<file path="src/rtl/g06_sha256_avalon_slave_if.sv">
// -----------------------------------------------------------------------------
// g06_sha256_avalon_slave_if
// Avalon-MM bus bundle between the HPS lightweight-bridge master and the
// SHA-256 register slave. Fixed read latency of one cycle, no waitrequest.
//   avs_address        word address (ADDR_W bits), master -> slave
//   avs_read           read strobe, master -> slave
//   avs_write          write strobe, master -> slave
//   avs_writedata      32-bit write data, master -> slave
//   avs_readdata       32-bit read data, slave -> master
//   avs_readdatavalid  read response strobe, slave -> master
// -----------------------------------------------------------------------------
interface g06_sha256_avalon_slave_if #(
  parameter int ADDR_W = 5
);
  logic [ADDR_W-1:0] avs_address;
  logic              avs_read;
  logic              avs_write;
  logic [31:0]       avs_writedata;
  logic [31:0]       avs_readdata;
  logic              avs_readdatavalid;

  modport master (
    output avs_address, avs_read, avs_write, avs_writedata,
    input  avs_readdata, avs_readdatavalid
  );

  modport slave (
    input  avs_address, avs_read, avs_write, avs_writedata,
    output avs_readdata, avs_readdatavalid
  );
endinterface

</file>
<file path="src/rtl/g06_sha256_avalon_slave.sv">
// -----------------------------------------------------------------------------
// g06_sha256_avalon_slave
// Register front end for the SHA-256 core: buffers one 512-bit block written by
// software, launches the core, waits for completion (with timeout), latches the
// digest and reports status / digest / completed-block count.
// Ports:
//   clk_clk, reset_reset_n  clock and asynchronous active-low reset
//   avs                     Avalon-MM slave bundle (g06_sha256_avalon_slave_if)
//   core_start/core_init    one-cycle launch pulse and IV-vs-chain select
//   core_block              message buffer, W0 in [511:480] .. W15 in [31:0]
//   core_done/core_digest   completion pulse and digest H0..H7
//   irq                     interrupt (only when G06_SHA_IRQ_EN is defined)
// Optional feature macro: G06_SHA_IRQ_EN (adds irq port and CTRL bit2 IRQEN).
// -----------------------------------------------------------------------------
module g06_sha256_avalon_slave #(
  parameter int ADDR_W  = 5,
  parameter int TIMEOUT = 1023
) (
  input  logic                      clk_clk,
  input  logic                      reset_reset_n,
  g06_sha256_avalon_slave_if.slave  avs,
  output logic                      core_start,
  output logic                      core_init,
  output logic [511:0]              core_block,
  input  logic                      core_done,
  input  logic [255:0]              core_digest
`ifdef G06_SHA_IRQ_EN
  ,
  output logic                      irq
`endif
);

  localparam int CNT_W = (TIMEOUT < 2) ? 1 : $clog2(TIMEOUT + 1);
  localparam logic [CNT_W-1:0]  TO_VAL   = CNT_W'(TIMEOUT);
  localparam logic [ADDR_W-1:0] A_CTRL   = ADDR_W'(5'h10);
  localparam logic [ADDR_W-1:0] A_STATUS = ADDR_W'(5'h11);
  localparam logic [ADDR_W-1:0] A_BLKCNT = ADDR_W'(5'h12);
  localparam logic [ADDR_W-1:0] A_H0     = ADDR_W'(5'h18);

  typedef enum logic [1:0] {
    S_IDLE   = 2'd0,
    S_LAUNCH = 2'd1,
    S_RUN    = 2'd2
  } state_t;

  state_t             r_state;
  state_t             w_next_state;
  logic [31:0]        r_w [16];
  logic [31:0]        r_h [8];
  logic               r_done;
  logic               r_err;
  logic               r_to;
  logic [31:0]        r_blkcnt;
  logic [CNT_W-1:0]   r_cnt;
  logic               r_core_start;
  logic               r_core_init;
  logic [31:0]        r_rdata;
  logic               r_rvalid;
`ifdef G06_SHA_IRQ_EN
  logic               r_irqen;
  logic               r_irq;
`endif

  logic [ADDR_W-1:0]  w_addr;
  logic [31:0]        w_wdata;
  logic               w_wr;
  logic               w_rd;
  logic               w_busy;
  logic               w_is_w;
  logic               w_is_h;
  logic               w_ctrl_wr;
  logic               w_stat_wr;
  logic               w_blk_wr;
  logic               w_start_req;
  logic               w_launch;
  logic               w_done_set;
  logic               w_to_set;
  logic               w_err_set;
  logic [31:0]        w_rd_mux;

  assign w_addr      = avs.avs_address;
  assign w_wdata     = avs.avs_writedata;
  assign w_wr        = avs.avs_write;
  // A read colliding with a write is dropped entirely (no response).
  assign w_rd        = avs.avs_read & ~avs.avs_write;
  assign w_busy      = (r_state != S_IDLE);
  assign w_is_w      = (w_addr[ADDR_W-1:4] == '0);
  assign w_is_h      = (w_addr[ADDR_W-1:3] == A_H0[ADDR_W-1:3]);
  assign w_ctrl_wr   = w_wr & (w_addr == A_CTRL);
  assign w_stat_wr   = w_wr & (w_addr == A_STATUS);
  assign w_blk_wr    = w_wr & (w_addr == A_BLKCNT);
  assign w_start_req = w_ctrl_wr & w_wdata[0];
  assign w_err_set   = (w_wr & w_is_w & w_busy) | (w_start_req & w_busy) | w_to_set;

  // FSM state register
  always_ff @(posedge clk_clk or negedge reset_reset_n) begin
    if (!reset_reset_n) r_state <= S_IDLE;
    else                r_state <= w_next_state;
  end

  // FSM next-state and event decode; completion beats timeout in the same cycle
  always_comb begin
    w_next_state = r_state;
    w_launch     = 1'b0;
    w_done_set   = 1'b0;
    w_to_set     = 1'b0;
    case (r_state)
      S_IDLE: begin
        if (w_start_req) begin
          w_next_state = S_LAUNCH;
          w_launch     = 1'b1;
        end else begin
          w_next_state = S_IDLE;
        end
      end
      S_LAUNCH: w_next_state = S_RUN;
      S_RUN: begin
        if (core_done) begin
          w_next_state = S_IDLE;
          w_done_set   = 1'b1;
        end else if (r_cnt == TO_VAL) begin
          w_next_state = S_IDLE;
          w_to_set     = 1'b1;
        end else begin
          w_next_state = S_RUN;
        end
      end
      default: w_next_state = S_IDLE;
    endcase
  end

  // Sticky status bits: a same-cycle set overrides the write-1-to-clear
  always_ff @(posedge clk_clk or negedge reset_reset_n) begin
    if (!reset_reset_n) begin
      r_done <= 1'b0;
      r_err  <= 1'b0;
      r_to   <= 1'b0;
    end else begin
      r_done <= w_done_set | (r_done & ~(w_stat_wr & w_wdata[1]) & ~w_launch);
      r_err  <= w_err_set  | (r_err  & ~(w_stat_wr & w_wdata[2]));
      r_to   <= w_to_set   | (r_to   & ~(w_stat_wr & w_wdata[3]));
    end
  end

  // Completed-block counter; a write always wins, so write+increment gives 0
  always_ff @(posedge clk_clk or negedge reset_reset_n) begin
    if (!reset_reset_n)  r_blkcnt <= 32'h0;
    else if (w_blk_wr)   r_blkcnt <= 32'h0;
    else if (w_done_set) r_blkcnt <= r_blkcnt + 32'd1;
  end

  // Run-time counter: cleared entering LAUNCH, saturates at the timeout value
  always_ff @(posedge clk_clk or negedge reset_reset_n) begin
    if (!reset_reset_n)                 r_cnt <= '0;
    else if (w_launch)                  r_cnt <= '0;
    else if (w_busy && r_cnt != TO_VAL) r_cnt <= r_cnt + 1'b1;
  end

  // Launch pulse, aligned with the LAUNCH state
  always_ff @(posedge clk_clk or negedge reset_reset_n) begin
    if (!reset_reset_n) begin
      r_core_start <= 1'b0;
      r_core_init  <= 1'b0;
    end else begin
      r_core_start <= w_launch;
      r_core_init  <= w_launch & w_wdata[1];
    end
  end

  // Message buffer; frozen while the core is busy
  always_ff @(posedge clk_clk or negedge reset_reset_n) begin
    if (!reset_reset_n) begin
      for (int i = 0; i < 16; i++) r_w[i] <= 32'h0;
    end else if (w_wr && w_is_w && !w_busy) begin
      r_w[w_addr[3:0]] <= w_wdata;
    end
  end

  // Digest capture on core completion only
  always_ff @(posedge clk_clk or negedge reset_reset_n) begin
    if (!reset_reset_n) begin
      for (int i = 0; i < 8; i++) r_h[i] <= 32'h0;
    end else if (w_done_set) begin
      for (int i = 0; i < 8; i++) r_h[i] <= core_digest[224 - 32*i +: 32];
    end
  end

  // Read-data multiplexer
  always_comb begin
    w_rd_mux = 32'h0;
    if (w_is_w) begin
      w_rd_mux = r_w[w_addr[3:0]];
    end else if (w_is_h) begin
      w_rd_mux = r_h[w_addr[2:0]];
    end else if (w_addr == A_STATUS) begin
      w_rd_mux = {28'h0, r_to, r_err, r_done, w_busy};
    end else if (w_addr == A_BLKCNT) begin
      w_rd_mux = r_blkcnt;
`ifdef G06_SHA_IRQ_EN
    end else if (w_addr == A_CTRL) begin
      w_rd_mux = {29'h0, r_irqen, 2'b00};
`endif
    end else begin
      w_rd_mux = 32'h0;
    end
  end

  // Read response, one cycle latency; data forced to 0 when not valid
  always_ff @(posedge clk_clk or negedge reset_reset_n) begin
    if (!reset_reset_n) begin
      r_rvalid <= 1'b0;
      r_rdata  <= 32'h0;
    end else begin
      r_rvalid <= w_rd;
      r_rdata  <= w_rd ? w_rd_mux : 32'h0;
    end
  end

`ifdef G06_SHA_IRQ_EN
  // Interrupt enable latch and registered interrupt
  always_ff @(posedge clk_clk or negedge reset_reset_n) begin
    if (!reset_reset_n) begin
      r_irqen <= 1'b0;
      r_irq   <= 1'b0;
    end else begin
      if (w_ctrl_wr) r_irqen <= w_wdata[2];
      r_irq <= r_irqen & (r_done | r_to);
    end
  end

  assign irq = r_irq;
`endif

  for (genvar g = 0; g < 16; g++) begin : g_block
    assign core_block[480 - 32*g +: 32] = r_w[g];
  end

  assign core_start            = r_core_start;
  assign core_init             = r_core_init;
  assign avs.avs_readdata      = r_rdata;
  assign avs.avs_readdatavalid = r_rvalid;

endmodule

</file>
<file path="src/flat_wrapper.sv">
// flat-port wrapper written by rule: the top's interface ports become plain ports
module g06_sha256_avalon_slave_flat 
#(
  parameter int ADDR_W  = 5,
  parameter int TIMEOUT = 1023
)
  (clk_clk, reset_reset_n, core_start, core_init, core_block, core_done, core_digest, avs_avs_address, avs_avs_read, avs_avs_write, avs_avs_writedata, avs_avs_readdata, avs_avs_readdatavalid);
  g06_sha256_avalon_slave_if #(.ADDR_W(ADDR_W)) avs_i ();
  input  logic clk_clk;
  input  logic reset_reset_n;
  output logic core_start;
  output logic core_init;
  output logic [511:0] core_block;
  input  logic core_done;
  input  logic [255:0] core_digest;
  input wire logic [$bits(avs_i.avs_address)-1:0] avs_avs_address;
  input wire logic [$bits(avs_i.avs_read)-1:0] avs_avs_read;
  input wire logic [$bits(avs_i.avs_write)-1:0] avs_avs_write;
  input wire logic [$bits(avs_i.avs_writedata)-1:0] avs_avs_writedata;
  output wire logic [$bits(avs_i.avs_readdata)-1:0] avs_avs_readdata;
  output wire logic [$bits(avs_i.avs_readdatavalid)-1:0] avs_avs_readdatavalid;
  assign avs_i.avs_address = avs_avs_address;
  assign avs_i.avs_read = avs_avs_read;
  assign avs_i.avs_write = avs_avs_write;
  assign avs_i.avs_writedata = avs_avs_writedata;
  assign avs_avs_readdata = avs_i.avs_readdata;
  assign avs_avs_readdatavalid = avs_i.avs_readdatavalid;
  g06_sha256_avalon_slave #(.ADDR_W(ADDR_W), .TIMEOUT(TIMEOUT)) u_core (.clk_clk(clk_clk), .reset_reset_n(reset_reset_n), .avs(avs_i), .core_start(core_start), .core_init(core_init), .core_block(core_block), .core_done(core_done), .core_digest(core_digest));
endmodule
</file>
<file path="config.mk">
export PLATFORM = sky130hd
export DESIGN_NAME = g06_sha256_avalon_slave_flat
export DESIGN_NICKNAME = d
export VERILOG_FILES = /design/src/rtl/g06_sha256_avalon_slave_if.sv /design/src/rtl/g06_sha256_avalon_slave.sv /design/src/flat_wrapper.sv
export SDC_FILE = /design/constraint.sdc
export NUM_CORES = 2
export LEC_CHECK = 0
export CORE_AREA = 3 3 330 332
export DETAILED_ROUTE_END_ITERATION = 16
export DIE_AREA = 0 0 333 335
export PLACE_DENSITY = 0.71
export SLEW_MARGIN = 5
export SYNTH_ARGS = -nofsm -noshare
export SYNTH_HDL_FRONTEND = slang
export SYNTH_SLANG_ARGS = --single-unit
</file>
<file path="constraint.sdc">
create_clock -name clk_clk -period 3.4 [get_ports clk_clk]
set_input_delay 0.68 -clock clk_clk [delete_from_list [all_inputs] [get_ports clk_clk]]
set_output_delay 0.68 -clock clk_clk [all_outputs]
set_load 0.02 [all_outputs]
</file>
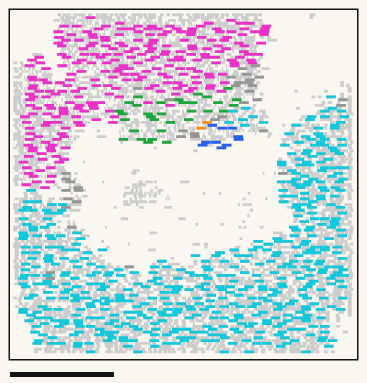
*Sequential cells grouped by signal name*
Bar = 100 µm. Other sequential cells in the stronger grey, the rest of the logic in the fainter grey.
[magenta] u_core.r_h | sequential cells: 256
[green] u_core.r_blkcnt | sequential cells: 32
[cyan] u_core.core_block | sequential cells: 512
[orange] u_core.r_state | sequential cells: 2
[blue] u_core.r_cnt | sequential cells: 10

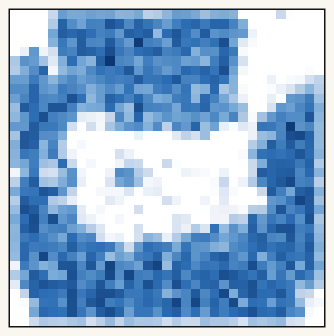
*Cell area per tile*
33 x 34 tiles, from white (low) to dark blue (high), 0 to 100% covered.
fullest tile: 97%
nearly empty tiles: 20%
tiles over 75% full: 20%
emptiest ninth of the die: centre
mean over tiles: 46%

==> Changelog: implementation <==
### Physical design

* Status: finished, final reports clean
* Worst Reg2Reg Path Length in Cells at 6
* Comb gates at 2,023
* Period minus WS final at 2.71 ns
* Layout cells sized above 1 at 26.0%
* AO/OA Area Share at 2.15%
* Worst slew pin tran at 1.17 ns
* Core footprint at 0.107 mm²
* Finished layout cell area at 0.0525 mm²
* DRT Pass-1 Iters at 5
* Synthesized cell area at 0.0386 mm²
* Ys Warns at 0
* Crit path buf inv count at 1
* Clk network pwr share at 31.5%
* Starting DRT DRC Count at 2,700
* Antenna fix cells at 8
* DP Wirelength at 109 mm
* Post-place instance area at 0.0493 mm²
* Routed vias/inst at 5.45
* Clock network share of area at 6.08%
* Critical Path End: u_core.core_block[4]
* CTS Buf Count at 94
* CP Capture Type: flop
* MaxCap Viol Count at 0
* Cell internal pwr at 22.9 mW
* Max reg flops at 512
* Post-route setup TNS at 0 ns
* Combinational power share at 27.1%
* Drt wl/cell at 27.7 µm
* Clock transition at path regs at 0.06 ns
* Dpl ws at 0.151 ns
* Synth Seq Share at 55.2%
* Syn_area_per_cell at 12.4 µm²
* Floorplan Nets at 3,412
* Fin Clk Skew at 0.0320 ns
* Final setup viols at 0
* Worst hold path type: flop to flop
* Met2 WL at 73.5 mm
* Post-synth top cells: nand2_1, dfrtp_1, mux2_2
* CP Class: flop to flop
* Kind of cell adding the most delay to the critical path: simple AND/OR/NAND/NOR gates
* Leakage power at 23.7 nW
* Inverters at 7
* Mux cell area share after synthesis at 27.7%
* Worst path max stage delay at 0.46 ns
* Reg2reg end: u_core.core_block[4]
* Hold WS at 0.472 ns
* DRC Markers at 0
* Synth area leaders: dfrtp_1, mux2_2, mux4_2
* And+or+nand+nor area frac at 11.4%
* Crit-path cells: or2_1 -> nor3b_4 -> nand3_1 -> nor2_4 -> buf_12 -> mux2_2
* DIE WIDTH at 333 µm
* Switching Fraction at 31.6%
* # clk buffers at 134
* Final hold violation count at 0
* P_clk at 10.5 mW
* Met1 Routed Length at 59.5 mm
* Gpl congestion at 0.875
* Clock tree sinks at 850
* Deepest clock path buffer count at 3
* # Post-CTS Setup Buffers at 0
* Final Max Slew Viols at 0
* Comb pwr at 9.08 mW
* Hold buffer count at cts at 1
* Required @ worst endpoint at 3.93 ns
* Top pwr grp: sequential cells
* Synth Instances at 3,112
* Max-area cell share at 55.2%
* Largest net degree at the start of global routing at 92
* Comb/total area at 31.1%
* Max Freq at 369 MHz
* Register share of the cell area at 40.5%
* Most instantiated library cell after synthesis: nand2_1
* Tool warning count at 26
* EDFF count, synth at 0
* H-tree depth at 3
* Layout area overhead at 36.2%
* Fp util at 36.2%
* Util after Layout at 49.3%
* Number of port buffers at 844
* Non-clk buf share at 18.9%
* Count of plain and timing-repair buffers in the layout at 981
* Wire length on met3 at 10.6 mm
* Fillcell total at 9,444
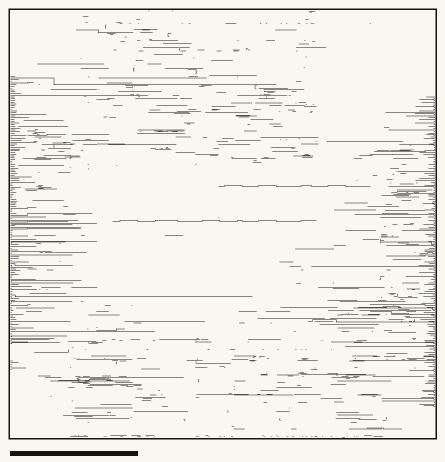
*Signal wires on met3*
Bar = 100 µm.
main direction: horizontal
wire length on this layer: 10,600 µm
longest straight run: 186 µm
share of all routed wire: 7.0%
routed wire length: 151 mm
via count: 29,700
met3 GRT Util: 5.55%

Power and IR drop assume default switching activity.
